### config.mk
export PLATFORM = sky130hd
export DESIGN_NAME = hw_always_sched
export DESIGN_NICKNAME = d
export VERILOG_FILES = /design/src/rtl/hw_always_sched_pkg.sv /design/src/rtl/hw_always_sched_rr_arb2.sv /design/src/rtl/hw_always_sched.sv
export SDC_FILE = /design/constraint.sdc
export NUM_CORES = 1
export LEC_CHECK = 0
export ABC_AREA = 1
export CAP_MARGIN = 5
export CORE_AREA = 2 2 45 47
export CTS_CLUSTER_DIAMETER = 120
export DETAILED_ROUTE_END_ITERATION = 8
export DIE_AREA = 0 0 47 49
export GPL_ROUTABILITY_DRIVEN = 0
export GPL_TIMING_DRIVEN = 1
export PLACE_DENSITY = 0.87
export REMOVE_ABC_BUFFERS = 1
export SYNTH_ARGS = -nofsm -noshare
export SYNTH_HDL_FRONTEND = slang
export SYNTH_HIERARCHICAL = 1
export SYNTH_SLANG_ARGS = --single-unit
### constraint.sdc
create_clock -name clk -period 3.7 [get_ports clk]
set_input_delay 0.925 -clock clk [delete_from_list [all_inputs] [get_ports clk]]
set_output_delay 0.925 -clock clk [all_outputs]
set_load 0.05 [all_outputs]
### src/rtl/hw_always_sched_pkg.sv
// hw_always_sched_pkg: shared widths, FSM state encodings and select codes for the scheduler
package hw_always_sched_pkg;
    localparam int DW_DEF = 3;
    localparam int SW_DEF = 2;
    typedef enum logic [1:0] {
        ST_IDLE  = 2'd0,
        ST_DRIVE = 2'd1,
        ST_RESP  = 2'd2
    } state_t;
    localparam logic [1:0] SEL0 = 2'h0;
    localparam logic [1:0] SEL1 = 2'h1;
    localparam logic [1:0] SEL2 = 2'h2;
    localparam logic [1:0] SEL3 = 2'h3;
endpackage

### src/rtl/hw_always_sched_rr_arb2.sv
// rr_arb2: combinational two-way round-robin arbiter producing a one-hot grant
module rr_arb2 (
    input  logic [1:0] req,
    input  logic       last_grant,
    input  logic       en,
    output logic [1:0] gnt
);
    // under contention the requester that did not win last time is granted
    always_comb begin
        gnt = 2'b00;
        gnt = !en ? 2'b00 : (req == 2'b11) ? (last_grant ? 2'b01 : 2'b10) : req;
    end
endmodule

### src/rtl/hw_always_sched.sv
// hw_always_sched: round-robin sharing of one combinational hw_always datapath between two requesters
module hw_always_sched
    import hw_always_sched_pkg::*;
#(
    parameter int DW = DW_DEF,
    parameter int SW = SW_DEF
) (
    input  logic          clk,
    input  logic          rst,
    input  logic          req0_valid,
    output logic          req0_ready,
    input  logic [DW-1:0] req0_din0,
    input  logic [DW-1:0] req0_din1,
    input  logic [SW-1:0] req0_sel,
    input  logic          req1_valid,
    output logic          req1_ready,
    input  logic [DW-1:0] req1_din0,
    input  logic [DW-1:0] req1_din1,
    input  logic [SW-1:0] req1_sel,
    output logic [DW-1:0] dp_din0,
    output logic [DW-1:0] dp_din1,
    output logic [SW-1:0] dp_sel,
    input  logic [DW-1:0] dp_dout,
    output logic          rsp_valid,
    input  logic          rsp_ready,
    output logic          rsp_id,
    output logic [DW-1:0] rsp_data
);
    state_t     state, state_nx;
    logic       last_grant;
    logic [1:0] gnt;
    logic       accept;

    rr_arb2 u_arb (
        .req        ({req1_valid, req0_valid}),
        .last_grant (last_grant),
        .en         (state == ST_IDLE && !rst),
        .gnt        (gnt)
    );

    assign req0_ready = gnt[0];
    assign req1_ready = gnt[1];
    assign accept     = |gnt;

    // next state: one cycle driving the datapath, then hold the response until it is taken
    always_comb begin
        state_nx = state;
        state_nx = (state == ST_IDLE)  ? (accept ? ST_DRIVE : ST_IDLE) :
                   (state == ST_DRIVE) ? ST_RESP :
                   (rsp_ready ? ST_IDLE : ST_RESP);
    end

    // operand capture on accept, result capture after the drive cycle, response retire on handshake
    always_ff @(posedge clk or posedge rst) begin
        if (rst) begin
            state      <= ST_IDLE;
            last_grant <= 1'b1;
            dp_din0    <= '0;
            dp_din1    <= '0;
            dp_sel     <= '0;
            rsp_valid  <= 1'b0;
            rsp_id     <= 1'b0;
            rsp_data   <= '0;
        end else begin
            state <= state_nx;
            if (accept) begin
                dp_din0    <= gnt[1] ? req1_din0 : req0_din0;
                dp_din1    <= gnt[1] ? req1_din1 : req0_din1;
                dp_sel     <= gnt[1] ? req1_sel : req0_sel;
                rsp_id     <= gnt[1];
                last_grant <= gnt[1];
            end
            if (state == ST_DRIVE) begin
                rsp_data  <= dp_dout;
                rsp_valid <= 1'b1;
            end
            if (state == ST_RESP && rsp_ready) rsp_valid <= 1'b0;
        end
    end
endmodule
==> ci_impl_report.md <==
## Synthesis and layout report

| Metric | Value |
|---|---|
| CP Max Fanout | 2 |
| Initial drt markers | 11 |
| CP arrival | 2080 ps |
| Core Area | 0.00184 mm² |
| Die area | 0.00230 mm² |
| DRC violations left | 0 |
| Final number of setup-violating endpoints | 0 |
| H-tree depth | 1 |
| Worst-skew pair later-pin latency | 290 ps |
| Slew headroom | 61.2% |
| Cycle use final | 81.3% |
| Status | finished, final reports clean |
| Net Sw Frac | 49.4% |
| Fin. max-slew vios | 0 |
| Initial Utilization | 38.2% |
| Final hold violation count | 0 |
| Gate power share | 59.7% |
| Fin util | 62.4% |
| Fmax | 0.332 GHz |
| Worst Setup End Kind | primary output |
| Cell row count | 16 |
| Setup Fix Bufs, Post-CTS | 0 |
| P&R area growth vs syn | 63.2% |
| Switch Pwr | 0.000496 W |
| Vias post-DR | 692 |
| P_int | 0.000508 W |
| Startpoint Class | input port |
| Clk buf depth | 2 |
| Antenna Nets Post-Route | 0 |
| CTS buffer count | 3 |
==> final cells by class <==
cell class / count / area [µm²]
Sequential cell: 16 / 402
Clock buffer: 4 / 26.3
Timing Repair Buffer: 40 / 415
Multi-Input combinational cell: 58 / 254
Tap cell: 27 / 33.8
Fill cell: 174 / 692
Inverter: 5 / 18.8
==> synthesized netlist by cell type <==
| master | number | area (µm²) |
|---|---|---|
| dfrtp_1 | 15 | 375 |
| nor2_4 | 1 | 11.3 |
| dfstp_2 | 1 | 26.3 |
| inv_1 | 4 | 15.0 |
| nand3_1 | 20 | 100 |
| nand2_1 | 32 | 120 |
| nor2_1 | 2 | 7.51 |
| inv_2 | 1 | 3.75 |
| buf_6 | 2 | 22.5 |
| buf_4 | 1 | 7.51 |
| o21ai_0 | 1 | 5.00 |
| a21oi_1 | 2 | 10.0 |
==> layout by cell type, fill, tap and decap left out, drive strengths merged <==
| cell | synthesis | layout |
|---|---|---|
| a21oi | 2 | 2 |
| inv | 5 | 5 |
| nand3 | 20 | 20 |
| nor2 | 3 | 3 |
| dfrtp | 15 | 15 |
| clkdlybuf4s50 | 0 | 36 |
| buf | 3 | 4 |
| nand2 | 32 | 32 |
| o21ai | 1 | 1 |
| dfstp | 1 | 1 |
| clkbuf | 0 | 4 |
==> final timing paths <==
path / startpoint / slack [ps] / end / depth (start not counted)
hold reg to reg: last_grant / 480 / last_grant / 2
setup / recovery: rst / 690 / req0_ready / 5
hold / removal: last_grant / 480 / last_grant / 2
min in group asynchronous: rst / 1030 / dp_din1[1] / 2
max in group asynchronous: rst / 2280 / last_grant / 2
setup reg to reg: state[1] / 1960 / dp_din1[2] / 9
==> power by group through the flow <==
stage	combinational [W]	clock, W	sequential [W]
2_1_floorplan	0.000143	0	0.000546
3_3_place_gp	0.000593	0	0.000307
3_5_place_dp	0.000603	0	0.000312
4_1_cts	0.000604	0.000100	0.000308
5_1_grt	0.000639	0.000107	0.000316
6_report	0.000599	0.0000973	0.000308
==> worst max-delay path, stage by stage <==
cell and delay (ps):
clkdlybuf4s50_1 430, nor2_1 160, nand2_1 90, a21oi_1 300, buf_12 190
==> per-layer routing <==
metal / part of all wire (%) / wire [µm] / vias up / global-route usage (%)
met1: 39 / 686 / 315 / 18.0
met4: 1.9 / 34 / 0 / 10.2
li1: - / - / 346 / -
met5: 0 / 0 / - / 0
met2: 52 / 914 / 27 / 28.5
met3: 6.7 / 117 / 4 / 4.44
==> flip-flops by register name, summed over array words and instances, names as in the netlist <==
register and cells:
dp_din1 3, rsp_valid 1, state 2, rsp_id 1
dp_sel 2, rsp_data 3, dp_din0 3, last_grant 1
==> cell families (layout without fill, tap and decap cells) <==
group | Yosys count | count (layout) | share of synthesized area, %
and+or+nand+nor | 55 | 55 | 33.9
buffers and inverters | 8 | 49 | 6.93
AOI/OAI and AO/OA | 3 | 3 | 2.13
DFF | 16 | 16 | 57.0
==> per-stage QoR <==
step                      total power, W  cell area [µm²]  std cells  setup slack (ps)  hold slack [ps]
after floorplan                 0.000689              674         79               452              451
after global placement          0.000900             1120        146               750              453
after detailed placement        0.000914             1120        146               720              457
after CTS                        0.00101             1150        150               697              477
after global routing             0.00106             1150        150               545              498
final                            0.00100             1150        150               691              477
**Wiring by layer**

Drawn at 6 px/µm. Two of the layers only.
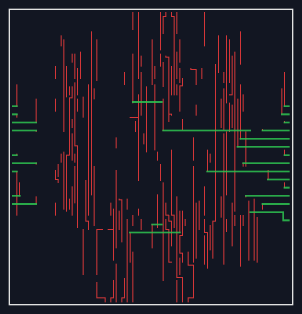
[green] M3 | wire length: 118 µm
[red] M2 | wire length: 915 µm

**Met2 routing**

Drawn at 10 px/µm.
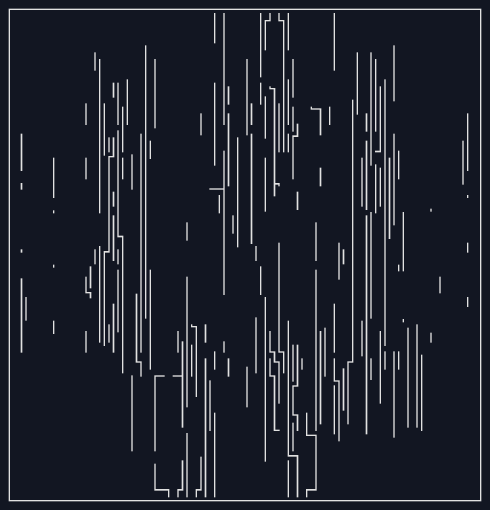
nets with wire on the layer: 123
main direction: vertical
longest straight run: 27.2 µm

**Pin placement**

Drawn at 10 px/µm. Pins as bars across the die edge, other pins in grey.
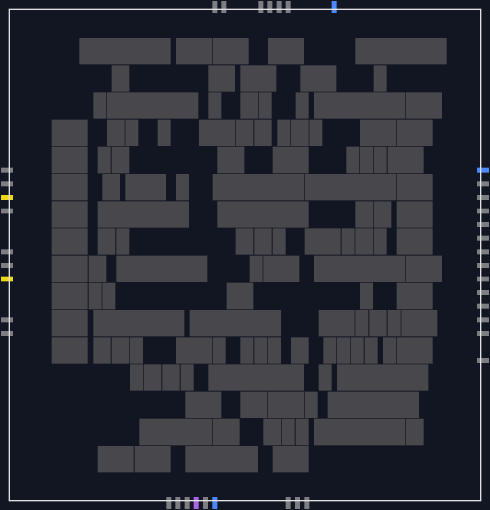
[yellow] `req0_sel` | pins: 2 | direction: input | edge: left
[blue] `dp_din1` | pins: 3 | direction: output | edge: 1 top, 1 right, 1 bottom
[purple] `req1_ready` | pins: 1 | direction: output | edge: bottom
Die X: 47 µm
Port Buffer Count: 38
die height: 49 µm

Power is estimated from default activity; no workload was simulated.
